Fig. 1: track usage over the die
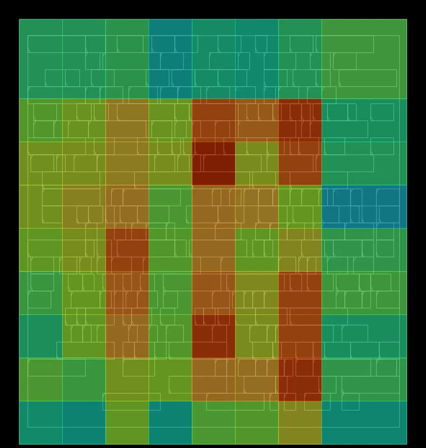
Fig. 2: selected gate families
Scale bar: 20 um.
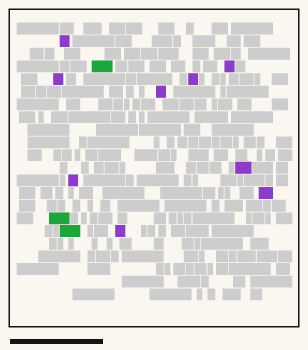
## config.mk

```make
export PLATFORM = sky130hd
export DESIGN_NAME = pipe_ctrl
export DESIGN_NICKNAME = d
export VERILOG_FILES = /design/src/rtl/pipe_ctrl_pkg.sv /design/src/rtl/pipe_ctrl_opcode_class.sv /design/src/rtl/pipe_ctrl.sv
export SDC_FILE = /design/constraint.sdc
export NUM_CORES = 1
export LEC_CHECK = 0
export CORE_ASPECT_RATIO = 1.1
export CORE_UTILIZATION = 50
export DETAILED_ROUTE_END_ITERATION = 8
export PLACE_DENSITY_LB_ADDON = 0.3
export SLEW_MARGIN = 30
export SYNTH_ARGS = -nofsm -noshare
export SYNTH_HDL_FRONTEND = slang
export SYNTH_SLANG_ARGS = --single-unit
```

## constraint.sdc

```tcl
create_clock -name clk -period 2.3 [get_ports clk]
set_input_delay 0.23 -clock clk [delete_from_list [all_inputs] [get_ports clk]]
set_output_delay 0.23 -clock clk [all_outputs]
set_load 0.02 [all_outputs]
```

## src/rtl/pipe_ctrl_pkg.sv

```systemverilog
// Shared definitions for the accumulator-CPU pipeline sequencer: opcode map,
// accumulator masks and sequencer state encoding.
package pipe_ctrl_pkg;

  localparam int OPW_DEF = 6;

  localparam logic [OPW_DEF-1:0] OP_NOP   = 6'h00;
  localparam logic [OPW_DEF-1:0] OP_LDA   = 6'h01;
  localparam logic [OPW_DEF-1:0] OP_LDB   = 6'h02;
  localparam logic [OPW_DEF-1:0] OP_LDCA  = 6'h03;
  localparam logic [OPW_DEF-1:0] OP_LDCB  = 6'h04;
  localparam logic [OPW_DEF-1:0] OP_STA   = 6'h05;
  localparam logic [OPW_DEF-1:0] OP_STB   = 6'h06;
  localparam logic [OPW_DEF-1:0] OP_ADDA  = 6'h08;
  localparam logic [OPW_DEF-1:0] OP_SUBA  = 6'h09;
  localparam logic [OPW_DEF-1:0] OP_ANDA  = 6'h0A;
  localparam logic [OPW_DEF-1:0] OP_ORA   = 6'h0B;
  localparam logic [OPW_DEF-1:0] OP_ASLA  = 6'h0C;
  localparam logic [OPW_DEF-1:0] OP_ASRA  = 6'h0D;
  localparam logic [OPW_DEF-1:0] OP_ADDB  = 6'h10;
  localparam logic [OPW_DEF-1:0] OP_SUBB  = 6'h11;
  localparam logic [OPW_DEF-1:0] OP_ANDB  = 6'h12;
  localparam logic [OPW_DEF-1:0] OP_ORB   = 6'h13;
  localparam logic [OPW_DEF-1:0] OP_ASLB  = 6'h14;
  localparam logic [OPW_DEF-1:0] OP_ASRB  = 6'h15;
  localparam logic [OPW_DEF-1:0] OP_ADDCA = 6'h18;
  localparam logic [OPW_DEF-1:0] OP_SUBCA = 6'h19;
  localparam logic [OPW_DEF-1:0] OP_ANDCA = 6'h1A;
  localparam logic [OPW_DEF-1:0] OP_ORCA  = 6'h1B;
  localparam logic [OPW_DEF-1:0] OP_ADDCB = 6'h1C;
  localparam logic [OPW_DEF-1:0] OP_SUBCB = 6'h1D;
  localparam logic [OPW_DEF-1:0] OP_ANDCB = 6'h1E;
  localparam logic [OPW_DEF-1:0] OP_ORCB  = 6'h1F;
  localparam logic [OPW_DEF-1:0] OP_BAEQ  = 6'h20;
  localparam logic [OPW_DEF-1:0] OP_BAGT  = 6'h21;
  localparam logic [OPW_DEF-1:0] OP_BALT  = 6'h22;
  localparam logic [OPW_DEF-1:0] OP_BBEQ  = 6'h24;
  localparam logic [OPW_DEF-1:0] OP_BBGT  = 6'h25;
  localparam logic [OPW_DEF-1:0] OP_BBLT  = 6'h26;
  localparam logic [OPW_DEF-1:0] OP_JMP   = 6'h28;

  // Accumulator masks: bit0 = A, bit1 = B.
  localparam logic [1:0] ACC_NONE = 2'b00;
  localparam logic [1:0] ACC_A    = 2'b01;
  localparam logic [1:0] ACC_B    = 2'b10;
  localparam logic [1:0] ACC_AB   = 2'b11;

  typedef enum logic [1:0] {
    ST_RUN      = 2'd0,
    ST_MEM_WAIT = 2'd1,
    ST_FAULT    = 2'd2
  } ctl_state_t;

endpackage

```

## src/rtl/pipe_ctrl_opcode_class.sv

```systemverilog
// Opcode classifier: which accumulators an instruction reads and writes,
// and whether it touches data memory or redirects the PC.
module pipe_ctrl_opcode_class
  import pipe_ctrl_pkg::*;
#(
  parameter int OPW = 6
) (
  input  logic [OPW-1:0] opcode_i,
  output logic [1:0]     src_mask_o,
  output logic [1:0]     dst_mask_o,
  output logic           is_mem_o,
  output logic           is_branch_o
);

  always_comb begin
    src_mask_o  = ACC_NONE;
    dst_mask_o  = ACC_NONE;
    is_mem_o    = 1'b0;
    is_branch_o = 1'b0;
    case (opcode_i)
      OP_LDA:  begin dst_mask_o = ACC_A; is_mem_o = 1'b1; end
      OP_LDB:  begin dst_mask_o = ACC_B; is_mem_o = 1'b1; end
      OP_LDCA: dst_mask_o = ACC_A;
      OP_LDCB: dst_mask_o = ACC_B;
      OP_STA:  begin src_mask_o = ACC_A; is_mem_o = 1'b1; end
      OP_STB:  begin src_mask_o = ACC_B; is_mem_o = 1'b1; end
      OP_ADDA, OP_SUBA, OP_ANDA, OP_ORA: begin
        src_mask_o = ACC_AB; dst_mask_o = ACC_A;
      end
      OP_ASLA, OP_ASRA, OP_ADDCA, OP_SUBCA, OP_ANDCA, OP_ORCA: begin
        src_mask_o = ACC_A; dst_mask_o = ACC_A;
      end
      OP_ADDB, OP_SUBB, OP_ANDB, OP_ORB: begin
        src_mask_o = ACC_AB; dst_mask_o = ACC_B;
      end
      OP_ASLB, OP_ASRB, OP_ADDCB, OP_SUBCB, OP_ANDCB, OP_ORCB: begin
        src_mask_o = ACC_B; dst_mask_o = ACC_B;
      end
      OP_BAEQ, OP_BAGT, OP_BALT: begin src_mask_o = ACC_A; is_branch_o = 1'b1; end
      OP_BBEQ, OP_BBGT, OP_BBLT: begin src_mask_o = ACC_B; is_branch_o = 1'b1; end
      OP_JMP:  is_branch_o = 1'b1;
      default: ;
    endcase
  end

endmodule

```

## src/rtl/pipe_ctrl.sv

```systemverilog
// Pipeline sequencer: stalls on accumulator RAW hazards, flushes on taken
// branches and freezes the whole pipe while data memory is busy.
module pipe_ctrl
  import pipe_ctrl_pkg::*;
#(
  parameter int OPW         = 6,
  parameter int MEM_TIMEOUT = 15,
  parameter int CNTW        = 16
) (
  input  logic            clk,
  input  logic            rst_n,
  input  logic [OPW-1:0]  idOpcode,
  input  logic            idValid,
  input  logic            exTakeBranch,
  input  logic            memAck,
  output logic            pcWrite,
  output logic            pcSel,
  output logic            ifIdWrite,
  output logic            ifIdFlush,
  output logic            idExWrite,
  output logic            idExBubble,
  output logic            exMemWrite,
  output logic            memWbWrite,
  output logic            memReq,
  output logic            fault,
  output logic [CNTW-1:0] stallCycles
);

  localparam logic [7:0] WAIT_LAST = 8'(MEM_TIMEOUT - 1);

  logic [1:0]      id_src, id_dst, ex_dst;
  logic            id_is_mem, id_is_branch, ex_is_mem, ex_is_branch;
  logic [OPW-1:0]  ex_opcode_q;
  logic            ex_valid_q, mem_valid_q, mem_is_mem_q;
  logic [1:0]      mem_dst_q;
  ctl_state_t      state_q;
  logic [7:0]      wait_cnt_q;
  logic [CNTW-1:0] stall_cnt_q, stall_cnt_d;
  logic            hazard, mem_busy, advance;
  logic            unused_class;

  pipe_ctrl_opcode_class #(.OPW(OPW)) u_id_class (
    .opcode_i    (idOpcode),
    .src_mask_o  (id_src),
    .dst_mask_o  (id_dst),
    .is_mem_o    (id_is_mem),
    .is_branch_o (id_is_branch)
  );

  pipe_ctrl_opcode_class #(.OPW(OPW)) u_ex_class (
    .opcode_i    (ex_opcode_q),
    .src_mask_o  (),
    .dst_mask_o  (ex_dst),
    .is_mem_o    (ex_is_mem),
    .is_branch_o (ex_is_branch)
  );

  assign unused_class = ^{id_dst, id_is_mem, id_is_branch, ex_is_branch};

  // WB writes in the first half-cycle, so only EX and MEM producers matter.
  assign hazard   = idValid & |(id_src & ((ex_valid_q  ? ex_dst    : ACC_NONE) |
                                          (mem_valid_q ? mem_dst_q : ACC_NONE)));
  assign mem_busy = mem_valid_q & mem_is_mem_q;

  always_comb begin
    pcWrite    = 1'b0;
    pcSel      = 1'b0;
    ifIdWrite  = 1'b0;
    ifIdFlush  = 1'b0;
    idExWrite  = 1'b0;
    idExBubble = 1'b0;
    exMemWrite = 1'b0;
    memWbWrite = 1'b0;
    memReq     = 1'b0;
    fault      = 1'b0;
    advance    = 1'b0;
    case (state_q)
      ST_RUN: begin
        memReq  = mem_busy;
        advance = ~mem_busy | memAck;
      end
      ST_MEM_WAIT: begin
        memReq  = 1'b1;
        advance = memAck;
      end
      ST_FAULT: fault = 1'b1;
      default: ;
    endcase
    if (advance && rst_n) begin
      exMemWrite = 1'b1;
      memWbWrite = 1'b1;
      idExWrite  = 1'b1;
      if (exTakeBranch) begin
        pcWrite    = 1'b1;
        pcSel      = 1'b1;
        ifIdWrite  = 1'b1;
        ifIdFlush  = 1'b1;
        idExBubble = 1'b1;
      end else if (hazard) begin
        idExBubble = 1'b1;
      end else begin
        pcWrite   = 1'b1;
        ifIdWrite = 1'b1;
      end
    end
  end

  always_ff @(posedge clk or negedge rst_n) begin
    if (!rst_n) begin
      state_q    <= ST_RUN;
      wait_cnt_q <= 8'd0;
    end else begin
      case (state_q)
        ST_RUN: begin
          if (mem_busy && !memAck) begin
            state_q    <= ST_MEM_WAIT;
            wait_cnt_q <= 8'd0;
          end
        end
        ST_MEM_WAIT: begin
          wait_cnt_q <= wait_cnt_q + 8'd1;
          if (memAck) begin
            state_q <= ST_RUN;
          end else if (wait_cnt_q == WAIT_LAST) begin
            state_q <= ST_FAULT;
          end
        end
        default: state_q <= ST_FAULT;
      endcase
    end
  end

  // Shadow of the EX and MEM entries, moving only with the real pipe registers.
  always_ff @(posedge clk or negedge rst_n) begin
    if (!rst_n) begin
      ex_opcode_q  <= '0;
      ex_valid_q   <= 1'b0;
      mem_dst_q    <= ACC_NONE;
      mem_valid_q  <= 1'b0;
      mem_is_mem_q <= 1'b0;
    end else begin
      if (idExWrite) begin
        ex_opcode_q <= idOpcode;
        ex_valid_q  <= idValid & ~idExBubble;
      end
      if (exMemWrite) begin
        mem_dst_q    <= ex_valid_q ? ex_dst : ACC_NONE;
        mem_valid_q  <= ex_valid_q;
        mem_is_mem_q <= ex_valid_q & ex_is_mem;
      end
    end
  end

  assign stall_cnt_d = (!pcWrite && stall_cnt_q != '1) ? stall_cnt_q + CNTW'(1) : stall_cnt_q;

  always_ff @(posedge clk or negedge rst_n) begin
    if (!rst_n) begin
      stall_cnt_q <= '0;
    end else begin
      stall_cnt_q <= stall_cnt_d;
    end
  end

  assign stallCycles = stall_cnt_q;

endmodule

```

==> out/results.txt <==
Status - finished, violations left
Failing checks - hold timing
Final ANT Viol Nets - 0
DRC viols - 0
Fin util - 68.5%
Final Skew - 0.00264 ns
YS warnings - 0
Slew HR - 63.7%
Core area - 3710 sq um
Netlist Area Pre-Place - 1970 sq um
Syn-to-layout area delta - 28.9%
CP required - 2.47 ns
Yosys stat area - 1970 sq um
Root buf cell - clkbuf_8
Die Y - 67.9 um
CTS buffer count - 5
Vias per cell - 5.44
Clk pwr share - 22.7%
Leak Pwr - 1.12 nW
Vias - 1621
Layout cells sized above 1 - 13.7%
Worst vdd ir - 0.000605 V
Slew Viols, Final - 0
Worst-path fanout max - 11
Cycle use final - 96.0%
Flop pwr share - 45.2%
Flops out of synthesis - 37
MUX area fraction - 3.42%
Critical path startpoint category - primary input
Tally of OpenROAD warnings - 27
Max Cap Viol - 0
CP Cell Sequence - clkdlybuf4s50_1 -> or4b_1 -> o211ai_2 -> o22ai_2 -> buf_4 -> o211ai_2 -> o211a_1 -> buf_12 -> mux2_1
Switch Pwr - 0.000672 W
RSZ-0062 raised after global routing - no
IO Pins - 37
FF+latch area - 926 sq um
Final Hold Viols - 4
Die area - 4200 sq um
Number of non-filler instances in the completed layout - 298
Logic area - 962 sq um
Avg Cell Area, Syn - 9.97 sq um
Row count - 23
Synthesized instance count - 198
CTS tree - built
Synth Seq Share - 46.9%
CP dominant cell by count - o211ai_2
Crit path DAT - 2.38 ns
Drt pass-1 iters - 4
Hold WS - -0.00360 ns
Routed wire length - 4050 um
Filler cell count - 303
Placed instance area - 2470 sq um
Clk sinks - 37
Largest stage delay, worst path - 0.55 ns
Synth Net Count - 212
Combinational Power Share - 32.0%
Worst-margin pin slew - 0.542 ns
Pwr dens - 784 nW/um^2
Adder Share, Synth - 1.90%
Dominant comb cell - simple AND/OR/NAND/NOR gates
Largest net degree at the start of global routing - 38
GPL Wtd Cong - 0.835
Hpwl dp - 2950 um
Crit end category - flop
Tmin final - 2.21 ns
Yosys cell count - 198
Post-synthesis cell type count - 43
CTS Buffer Depth - 2
AO/OA Area Share - 13.8%
Nets - 262
Post-CTS Setup Bufs - 0
Slowest CP cell - or4b_1
Sw frac - 33.7%
Fp util - 53.2%
PortBufs - 36
Placed Cells - 291
FMAX - 0.453 GHz
Most frequent logic cell in the layout - dfrtp_1
Top cells excl fill/tap - dfrtp_1 (37), clkdlybuf4s50_1 (26), nand2_1 (19), o21ai_1 (16), buf_4 (16)
Final instance area - 2540 sq um
-- Fig. 1 (at the start) --
M1 GR Usage: 29.1%
Total GRT Usage: 21.3%

-- Fig. 2 (at the start) --
legend:
  fa/ha/maj cells:
    colour: green
    cells: 3
  and/or cells:
    colour: purple
    cells: 9

area by class of cell:
type,count,share of cell area (%)
Clock buffer,7,3.39
Sequential cell,37,36.4
Timing Repair Buffer,53,19.0
Inverter,6,0.885
Tap cell,50,2.46
Multi-Input combinational cell,145,37.8
per-layer routing:
layer	GRT usage (%)	routed length, um	vias to the layer above	share of wire [%]
met1	29.1	1910	784	47
met5	0	0	-	0
li1	-	-	801	-
met3	5.29	149	5	3.7
met2	32.1	1930	31	48
met4	8.89	64	0	1.6
final timing paths:
check	from	to	depth (start not counted)	slack [ns]
min in group clk	idOpcode[2]	ex_opcode_q[2]$_DFFE_PN0P_	3	0.38
worst max register to register	ex_valid_q$_DFFE_PN0P_	stallCycles[1]$_DFFE_PN0P_	8	0.21
worst min-delay path	rst_n	state_q[1]$_DFFE_PN0P_	2	-0.004
max in group asynchronous	rst_n	wait_cnt_q[0]$_DFFE_PN0P_	2	1.98
worst min register to register	mem_dst_q[0]$_DFFE_PN0P_	mem_dst_q[0]$_DFFE_PN0P_	2	0.50
worst max-delay path	idOpcode[0]	stallCycles[1]$_DFFE_PN0P_	9	0.09
critical path: cells and delay by family:
family,cells,cell delay [ns]
compound gates,4,0.54
buf+inv,3,0.74
mux,1,0.31
simple gates,1,0.55
state kept, by name, indices dropped and copies added (netlist names):
name	cells
mem_is_mem_q	1
ex_valid_q	1
mem_valid_q	1
state_q	2
ex_opcode_q	6
mem_dst_q	2
wait_cnt_q	8
stallCycles	16
through the flow:
step	setup WS [ns]	hold WS, ns
after floorplan	0.420	-0.0656
after global placement	-0.337	0.317
after detailed placement	-0.349	0.325
after CTS	0.00531	0.00819
after global routing	0.0253	0.0368
final	0.0931	-0.00360
synth_stat cells (all sizes together):
cell      n  area share [%]
dfrtp    37              47
nand2    19             3.6
o21ai    19             5.0
nor2     13             2.5
xnor2    11             4.9
nand4    10             3.2
xor2      8             3.6
buf       7             2.6
a21oi     6             1.7
inv       6             1.1
mux2      6             3.4
nand3     6             1.5
and3      5             1.6
nor2b     5             1.6
nor3      5             1.3
nand2b    4             1.3
clkbuf    3            0.57
ha        3             1.9
o211ai    3             1.6
and2      2            0.63
nand4b    2            0.89
o21bai    2            0.76
o31ai     2            0.76
a2111oi   1            0.44
a221o     1            0.51
a32oi     1            0.44
nand3b    1            0.38
nor3b     1            0.38
nor4      1             1.1
nor4b     1            0.44
o211a     1            0.51
o21a      1            0.38
o22ai     1            0.63
o32a      1            0.51
o41ai     1            0.44
or3b      1            0.44
or4b      1            0.51
power by group through the flow:
stage | logic [W] | registers [W] | clock network, W
floorplan | 0.000318 | 0.000960 | 0
global placement | 0.000634 | 0.000910 | 0
detailed placement | 0.000649 | 0.000911 | 0
CTS | 0.000650 | 0.000902 | 0.000471
global route | 0.000705 | 0.000925 | 0.000498
finish | 0.000639 | 0.000902 | 0.000453
kinds of logic after synthesis:
family / after synthesis
muxes: 6
AOI/OAI and AO/OA: 40
xor gates and xnor gates: 19
buffers and inverters: 16
DFF: 37
and+or+nand+nor: 77
adders and majority gates: 3
repair_timing:
action                                  in CTS  in global routing
hold buffers                                 0                  0
resized                                     11                  6
endpoints found under the setup margin       3                  5
gates cloned                                 0                  0
hold endpoints to repair                     0                  0
Power and IR drop assume default switching activity.
